`src/rtl/alu_share_ctrl_if.sv`:
```
// Request/response and ALU-side signal bundle for alu_share_ctrl.
// The slave modport is the controller; the master modport is the surrounding pipeline and ALU.
interface alu_share_ctrl_if #(
    parameter int DATA_WIDTH = 32
);
    logic                  req0_valid;
    logic                  req0_ready;
    logic [2:0]            req0_op;
    logic [DATA_WIDTH-1:0] req0_a;
    logic [DATA_WIDTH-1:0] req0_b;
    logic                  rsp0_valid;
    logic                  rsp0_ready;

    logic                  req1_valid;
    logic                  req1_ready;
    logic [2:0]            req1_op;
    logic [DATA_WIDTH-1:0] req1_a;
    logic [DATA_WIDTH-1:0] req1_b;
    logic                  rsp1_valid;
    logic                  rsp1_ready;

    logic [DATA_WIDTH-1:0] rsp_data;
    logic                  rsp_zero;
    logic                  rsp_err;

    logic                  alu_en;
    logic [2:0]            alu_control;
    logic [DATA_WIDTH-1:0] alu_srca;
    logic [DATA_WIDTH-1:0] alu_srcb;
    logic [DATA_WIDTH-1:0] alu_y;

    logic                  busy;

    modport slave (
        input  req0_valid, req0_op, req0_a, req0_b, rsp0_ready,
        input  req1_valid, req1_op, req1_a, req1_b, rsp1_ready,
        input  alu_y,
        output req0_ready, rsp0_valid, req1_ready, rsp1_valid,
        output rsp_data, rsp_zero, rsp_err,
        output alu_en, alu_control, alu_srca, alu_srcb, busy
    );

    modport master (
        output req0_valid, req0_op, req0_a, req0_b, rsp0_ready,
        output req1_valid, req1_op, req1_a, req1_b, rsp1_ready,
        output alu_y,
        input  req0_ready, rsp0_valid, req1_ready, rsp1_valid,
        input  rsp_data, rsp_zero, rsp_err,
        input  alu_en, alu_control, alu_srca, alu_srcb, busy
    );
endinterface

```
`src/rtl/alu_share_ctrl.sv`:
```
// Round-robin sequencer sharing one single-cycle ALU between execute (req0) and branch/address (req1).
// One operation in flight; the response is held until its owner takes it.
//
// state | meaning
// IDLE  | waiting for a request; grant is given combinationally
// EXEC  | ALU driven from latched operands for one cycle; result captured
// RESP  | response presented to the granted requester until taken
module alu_share_ctrl #(
    parameter int DATA_WIDTH = 32
) (
    input  logic            clk,
    input  logic            rst,
    alu_share_ctrl_if.slave bus
);
    typedef enum logic [1:0] {
        IDLE = 2'd0,
        EXEC = 2'd1,
        RESP = 2'd2
    } state_t;

    state_t                state;
    logic                  ptr;
    logic                  gnt_id;
    logic                  sel_valid;
    logic                  sel_id;
    logic                  take;
    logic                  rsp_taken;
    logic [2:0]            sel_op;
    logic [DATA_WIDTH-1:0] sel_a;
    logic [DATA_WIDTH-1:0] sel_b;

    logic                  rsp0_valid_q;
    logic                  rsp1_valid_q;
    logic [DATA_WIDTH-1:0] rsp_data_q;
    logic                  rsp_zero_q;
    logic                  rsp_err_q;
    logic                  alu_en_q;
    logic [2:0]            ctrl_q;
    logic [DATA_WIDTH-1:0] srca_q;
    logic [DATA_WIDTH-1:0] srcb_q;

    function automatic logic op_legal(input logic [2:0] op);
        return (op inside {3'b000, 3'b001, 3'b010, 3'b011, 3'b101});
    endfunction

    // With both requesters valid the pointer decides; otherwise the lone valid one wins.
    always_comb begin
        sel_valid = bus.req0_valid | bus.req1_valid;
        sel_id    = (bus.req0_valid & bus.req1_valid) ? ptr : bus.req1_valid;
        sel_op    = sel_id ? bus.req1_op : bus.req0_op;
        sel_a     = sel_id ? bus.req1_a  : bus.req0_a;
        sel_b     = sel_id ? bus.req1_b  : bus.req0_b;
        take      = (state == IDLE) & sel_valid & ~rst;
        rsp_taken = gnt_id ? bus.rsp1_ready : bus.rsp0_ready;
    end

    assign bus.req0_ready  = take & ~sel_id;
    assign bus.req1_ready  = take & sel_id;
    assign bus.rsp0_valid  = rsp0_valid_q;
    assign bus.rsp1_valid  = rsp1_valid_q;
    assign bus.rsp_data    = rsp_data_q;
    assign bus.rsp_zero    = rsp_zero_q;
    assign bus.rsp_err     = rsp_err_q;
    assign bus.alu_en      = alu_en_q;
    assign bus.alu_control = ctrl_q;
    assign bus.alu_srca    = srca_q;
    assign bus.alu_srcb    = srcb_q;
    assign bus.busy        = (state != IDLE);

    always_ff @(posedge clk) begin
        if (rst) begin
            state        <= IDLE;
            ptr          <= 1'b0;
            gnt_id       <= 1'b0;
            rsp0_valid_q <= 1'b0;
            rsp1_valid_q <= 1'b0;
            rsp_data_q   <= '0;
            rsp_zero_q   <= 1'b0;
            rsp_err_q    <= 1'b0;
            alu_en_q     <= 1'b0;
            ctrl_q       <= '0;
            srca_q       <= '0;
            srcb_q       <= '0;
        end else begin
            case (state)
                IDLE: begin
                    if (take) begin
                        gnt_id   <= sel_id;
                        ctrl_q   <= sel_op;
                        srca_q   <= sel_a;
                        srcb_q   <= sel_b;
                        alu_en_q <= op_legal(sel_op);
                        state    <= EXEC;
                    end
                end
                EXEC: begin
                    alu_en_q <= 1'b0;
                    // Illegal ops never reach the ALU; report a forced zero result instead.
                    if (op_legal(ctrl_q)) begin
                        rsp_data_q <= bus.alu_y;
                        rsp_zero_q <= (bus.alu_y == '0);
                        rsp_err_q  <= 1'b0;
                    end else begin
                        rsp_data_q <= '0;
                        rsp_zero_q <= 1'b1;
                        rsp_err_q  <= 1'b1;
                    end
                    rsp0_valid_q <= ~gnt_id;
                    rsp1_valid_q <= gnt_id;
                    state        <= RESP;
                end
                RESP: begin
                    if (rsp_taken) begin
                        rsp0_valid_q <= 1'b0;
                        rsp1_valid_q <= 1'b0;
                        ptr          <= ~gnt_id;
                        state        <= IDLE;
                    end
                end
                default: state <= IDLE;
            endcase
        end
    end
endmodule

```
`src/flat_wrapper.sv`:
```
// flat-port wrapper written by rule: the top's interface ports become plain ports
module alu_share_ctrl_flat 
#(
    parameter int DATA_WIDTH = 32
)
  (clk, rst, bus_req0_valid, bus_req0_op, bus_req0_a, bus_req0_b, bus_rsp0_ready, bus_req1_valid, bus_req1_op, bus_req1_a, bus_req1_b, bus_rsp1_ready, bus_alu_y, bus_req0_ready, bus_rsp0_valid, bus_req1_ready, bus_rsp1_valid, bus_rsp_data, bus_rsp_zero, bus_rsp_err, bus_alu_en, bus_alu_control, bus_alu_srca, bus_alu_srcb, bus_busy);
  alu_share_ctrl_if #(.DATA_WIDTH(DATA_WIDTH)) bus_i ();
  input  logic clk;
  input  logic rst;
  input wire logic [$bits(bus_i.req0_valid)-1:0] bus_req0_valid;
  input wire logic [$bits(bus_i.req0_op)-1:0] bus_req0_op;
  input wire logic [$bits(bus_i.req0_a)-1:0] bus_req0_a;
  input wire logic [$bits(bus_i.req0_b)-1:0] bus_req0_b;
  input wire logic [$bits(bus_i.rsp0_ready)-1:0] bus_rsp0_ready;
  input wire logic [$bits(bus_i.req1_valid)-1:0] bus_req1_valid;
  input wire logic [$bits(bus_i.req1_op)-1:0] bus_req1_op;
  input wire logic [$bits(bus_i.req1_a)-1:0] bus_req1_a;
  input wire logic [$bits(bus_i.req1_b)-1:0] bus_req1_b;
  input wire logic [$bits(bus_i.rsp1_ready)-1:0] bus_rsp1_ready;
  input wire logic [$bits(bus_i.alu_y)-1:0] bus_alu_y;
  output wire logic [$bits(bus_i.req0_ready)-1:0] bus_req0_ready;
  output wire logic [$bits(bus_i.rsp0_valid)-1:0] bus_rsp0_valid;
  output wire logic [$bits(bus_i.req1_ready)-1:0] bus_req1_ready;
  output wire logic [$bits(bus_i.rsp1_valid)-1:0] bus_rsp1_valid;
  output wire logic [$bits(bus_i.rsp_data)-1:0] bus_rsp_data;
  output wire logic [$bits(bus_i.rsp_zero)-1:0] bus_rsp_zero;
  output wire logic [$bits(bus_i.rsp_err)-1:0] bus_rsp_err;
  output wire logic [$bits(bus_i.alu_en)-1:0] bus_alu_en;
  output wire logic [$bits(bus_i.alu_control)-1:0] bus_alu_control;
  output wire logic [$bits(bus_i.alu_srca)-1:0] bus_alu_srca;
  output wire logic [$bits(bus_i.alu_srcb)-1:0] bus_alu_srcb;
  output wire logic [$bits(bus_i.busy)-1:0] bus_busy;
  assign bus_i.req0_valid = bus_req0_valid;
  assign bus_i.req0_op = bus_req0_op;
  assign bus_i.req0_a = bus_req0_a;
  assign bus_i.req0_b = bus_req0_b;
  assign bus_i.rsp0_ready = bus_rsp0_ready;
  assign bus_i.req1_valid = bus_req1_valid;
  assign bus_i.req1_op = bus_req1_op;
  assign bus_i.req1_a = bus_req1_a;
  assign bus_i.req1_b = bus_req1_b;
  assign bus_i.rsp1_ready = bus_rsp1_ready;
  assign bus_i.alu_y = bus_alu_y;
  assign bus_req0_ready = bus_i.req0_ready;
  assign bus_rsp0_valid = bus_i.rsp0_valid;
  assign bus_req1_ready = bus_i.req1_ready;
  assign bus_rsp1_valid = bus_i.rsp1_valid;
  assign bus_rsp_data = bus_i.rsp_data;
  assign bus_rsp_zero = bus_i.rsp_zero;
  assign bus_rsp_err = bus_i.rsp_err;
  assign bus_alu_en = bus_i.alu_en;
  assign bus_alu_control = bus_i.alu_control;
  assign bus_alu_srca = bus_i.alu_srca;
  assign bus_alu_srcb = bus_i.alu_srcb;
  assign bus_busy = bus_i.busy;
  alu_share_ctrl #(.DATA_WIDTH(DATA_WIDTH)) u_core (.clk(clk), .rst(rst), .bus(bus_i));
endmodule
```
`config.mk`:
```
export PLATFORM = sky130hd
export DESIGN_NAME = alu_share_ctrl_flat
export DESIGN_NICKNAME = d
export VERILOG_FILES = /design/src/rtl/alu_share_ctrl_if.sv /design/src/rtl/alu_share_ctrl.sv /design/src/flat_wrapper.sv
export SDC_FILE = /design/constraint.sdc
export NUM_CORES = 1
export LEC_CHECK = 0
export ABC_AREA = 0
export CAP_MARGIN = 20
export CORE_ASPECT_RATIO = 0.75
export CORE_MARGIN = 2
export CORE_UTILIZATION = 35
export DETAILED_ROUTE_END_ITERATION = 12
export PLACE_DENSITY = 0.81
export SYNTH_ARGS = -nofsm -noshare
export SYNTH_HDL_FRONTEND = slang
export SYNTH_SLANG_ARGS = --single-unit
```
`constraint.sdc`:
```
create_clock -name clk -period 1.9 [get_ports clk]
set_clock_uncertainty 0.1 [all_clocks]
set_input_delay 0.38 -clock clk [delete_from_list [all_inputs] [get_ports clk]]
set_output_delay 0.38 -clock clk [all_outputs]
set_load 0.03 [all_outputs]
```
==> images/cell_classes.png <==
Bar = 50 µm.
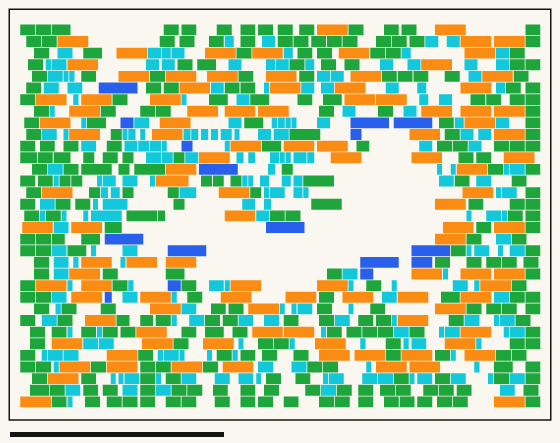
legend:
  green:
    class: other buffers and delay cells
    cells: 300
    share_of_their_area: 43%
  cyan:
    class: all other logic
    cells: 226
    share_of_their_area: 22%
  blue:
    class: clock drivers and dummy loads
    cells: 16
    share_of_their_area: 4.0%
  orange:
    class: flops
    cells: 108
    share_of_their_area: 31%
Seq area share: 29.8%
row count: 33
Finished Core Util: 66.4%
core area: 10900 µm²
post-route standard cell area excluding fillers: 7260 µm²

==> flow_results.org <==
#+TITLE: Implementation results

** Synth
- The synthesized design spends more area on one cell type than any other, namely sky130_fd_sc_hd__dfxtp_1.
- In this run, synthesis inferred 0 flip-flops with an integrated enable.
- In the synthesized netlist, the cells that appear most often are 108 x sky130_fd_sc_hd__dfxtp_1, 73 x sky130_fd_sc_hd__nor2_1, 64 x sky130_fd_sc_hd__a222oi_1, 32 x sky130_fd_sc_hd__a22o_1, 17 x sky130_fd_sc_hd__clkbuf_1.
- Top area contributor share :: 55.0%
- Per Yosys stat, the portion of area used by sequential elements is between 50% and 60%.
- The synthesized netlist handed to floorplanning was reported with a cell count of between 300 and 400.
- Cell types occupying the most area after synthesis :: sky130_fd_sc_hd__dfxtp_1 55%, sky130_fd_sc_hd__a222oi_1 16%, sky130_fd_sc_hd__a22o_1 7.1%
- Commonest register cell after synthesis :: sky130_fd_sc_hd__dfxtp_1
- Yosys warns :: 0
- For this design, Yosys synthesis ends with a cell count of ~370.
- The number of nets in the synthesized netlist is about 540.
- The synthesized netlist has a Yosys-reported chip area of 3930 µm².

** Drt
- Detailed-routing iteration count for the pre-antenna-repair pass :: 10
- The script logs the ratio of routed vias to standard cells as about 5.4.
- Per the detail_route report, DRC violations left total 0.

** STA
- Looking at the max-slew report, the worst-margin pin has a slew of just over 0.5 ns.
- Number of max-slew violations in the final report :: 0
- Number of endpoints failing setup at the final stage :: 2
- Tmin final :: approximately 1.9 ns
- In the final report, the number of hold violations comes to 0.
- RSZ-0062 raised after global routing :: yes
- Setup ws final :: -0.0275 ns

** Floorplan
- The die covers 12100 µm².
- The initial utilization of the core area, before any placement, comes to 35.9%.
- Pin placement for this block handled approximately 280 I/O pins.

** Global route
- Global-route wire length before repair :: roughly 21000 µm
- Global routing used roughly 21% of the available tracks.
- Entering global routing, the biggest net connects 48 pins.
- Number of global-route vias before repair :: ~4.1k

** Critical path
- The timing report gives the biggest stage delay along the critical path as 0.40 ns.
- Critical path launch point :: u_core.state[0]$_SDFFE_PP0P_
- Type of element launching the critical path :: register
- Worst Path Required :: 1.42 ns
- The worst setup path is of the reg2out kind.

** Worst hold path
- The startpoint identified for the worst hold timing path is u_core.bus.rsp_data[23]$_SDFFE_PP0P_.

** Power and ir drop
- Summed over all cells, the static leakage comes to 3.00 nW.
- Switching fraction of total power :: just under 30%
- Per the summary, power density relative to cell area is approximately 800 nW/µm².

** Clock network
- Clock slew at reported path FFs :: 0.07 ns
- Total number of clock tree sinks :: between 100 and 150
- Max H-tree Level :: 3

** Status
- The run finished, with violations left.
- The final reports fail on negative setup slack.

** Cells and area
- Area Overhead vs Synth :: 84.8%
- Share of cells above drive strength 1 :: 7.85%

** Placed design
- Input and output buffers added on the ports amount to about 280.
- RePlAce ended its routability-driven mode at a weighted congestion of slightly below 0.8.
- At the placement stage, the worst setup path has a slack of -0.221 ns.

** Job
- Maximum Capacitance Violations :: 0
- Number of warnings the tools reported :: 28
==> images/pdn.png <==
Pins as bars on the die edge.
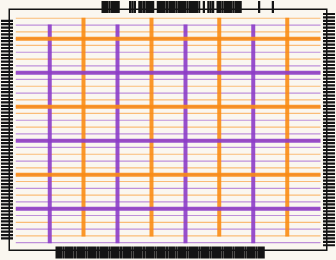
legend:
  purple:
    net: VSS
  orange:
    net: VDD
met4 straps: 8
met5 straps: 6
rows: 33
VDD IR max: 0.542 mV
die extent in x: 126 µm

power by group through the flow:
| stage | clock network (W) | logic (W) | registers (W) |
|---|---|---|---|
| after detailed placement | 0 | 0.00161 | 0.00259 |
| after global routing | 0.00191 | 0.00171 | 0.00255 |
| final | 0.00178 | 0.00162 | 0.00254 |
| after floorplan | 0 | 0.000449 | 0.00290 |
| after global placement | 0 | 0.00158 | 0.00258 |
| after CTS | 0.00183 | 0.00162 | 0.00254 |
repair_timing:
action / CTS / global route
setup buffers: 2 / 1
hold endpoints to repair: 0 / 0
resized: 6 / 18
endpoints found under the setup margin: 7 / 29
pin swaps: 3 / 7
final cells by class:
| class | instances | area, µm² |
|---|---|---|
| fill | 817 | 3680 |
| clock buffer | 10 | 239 |
| tap | 140 | 175 |
| inverter | 7 | 26.3 |
| timing repair buffer | 300 | 3060 |
| multi-input combinational | 219 | 1560 |
| sequential | 108 | 2160 |
| clock inverter | 6 | 46.3 |
per-layer routing:
layer	global-route usage, %	routed length (µm)	up-vias
met4	7.78	320	0
met3	6.95	1120	26
li1	-	-	2026
met5	0	0	-
met2	36.9	6660	202
met1	25.6	5730	2014
sequential cells by signal, indices dropped and copies added, names as in the netlist:
register / count
u_core.bus.alu_srcb: 32
u_core.bus.rsp_err: 1
u_core.bus.rsp1_valid: 1
u_core.bus.rsp_zero: 1
u_core.bus.rsp0_valid: 1
u_core.gnt_id: 1
u_core.state: 2
u_core.bus.alu_srca: 32
u_core.bus.alu_en: 1
u_core.bus.rsp_data: 32
u_core.ptr: 1
u_core.bus.alu_control: 3
final timing paths:
kind	end	slack (ns)	depth (start not counted)
worst max register to register	u_core.bus.alu_srca[6]$_SDFFE_PP0P_	0.05	5
worst max-delay path	bus_req1_ready	-0.03	3
worst min-delay path	u_core.bus.rsp_data[23]$_SDFFE_PP0P_	0.38	1
worst min register to register	u_core.bus.rsp_data[23]$_SDFFE_PP0P_	0.38	1
cell families (layout without fill, tap and decap cells):
logic type	count (synthesis)	in the layout	synth area share, %
AND-OR/OR-AND	118	118	27.2
buffers and inverters	43	323	6.11
flip-flops	108	108	55.0
multiplexers	4	4	1.02
AND/OR/NAND/NOR	97	97	10.7
placed cells by master (no fill, tap or decap), types with 6 or more instances in the layout:
master	instances
sky130_fd_sc_hd__inv_1	7
sky130_fd_sc_hd__o21ai_0	6
sky130_fd_sc_hd__dfxtp_1	107
sky130_fd_sc_hd__buf_12	6
sky130_fd_sc_hd__clkdlybuf4s50_1	254
sky130_fd_sc_hd__nor4_1	8
sky130_fd_sc_hd__buf_4	16
sky130_fd_sc_hd__a22o_1	32
sky130_fd_sc_hd__nor2_1	72
sky130_fd_sc_hd__clkbuf_16	9
sky130_fd_sc_hd__a222oi_1	64
sky130_fd_sc_hd__dlymetal6s2s_1	16
through the flow:
stage / hold WS [ns] / std cells
after floorplan: 0.404 / 370
after CTS: 0.361 / 789
after global placement: 0.347 / 771
after global routing: 0.397 / 790
after detailed placement: 0.351 / 771
final: 0.382 / 790
Power and IR drop assume default switching activity.
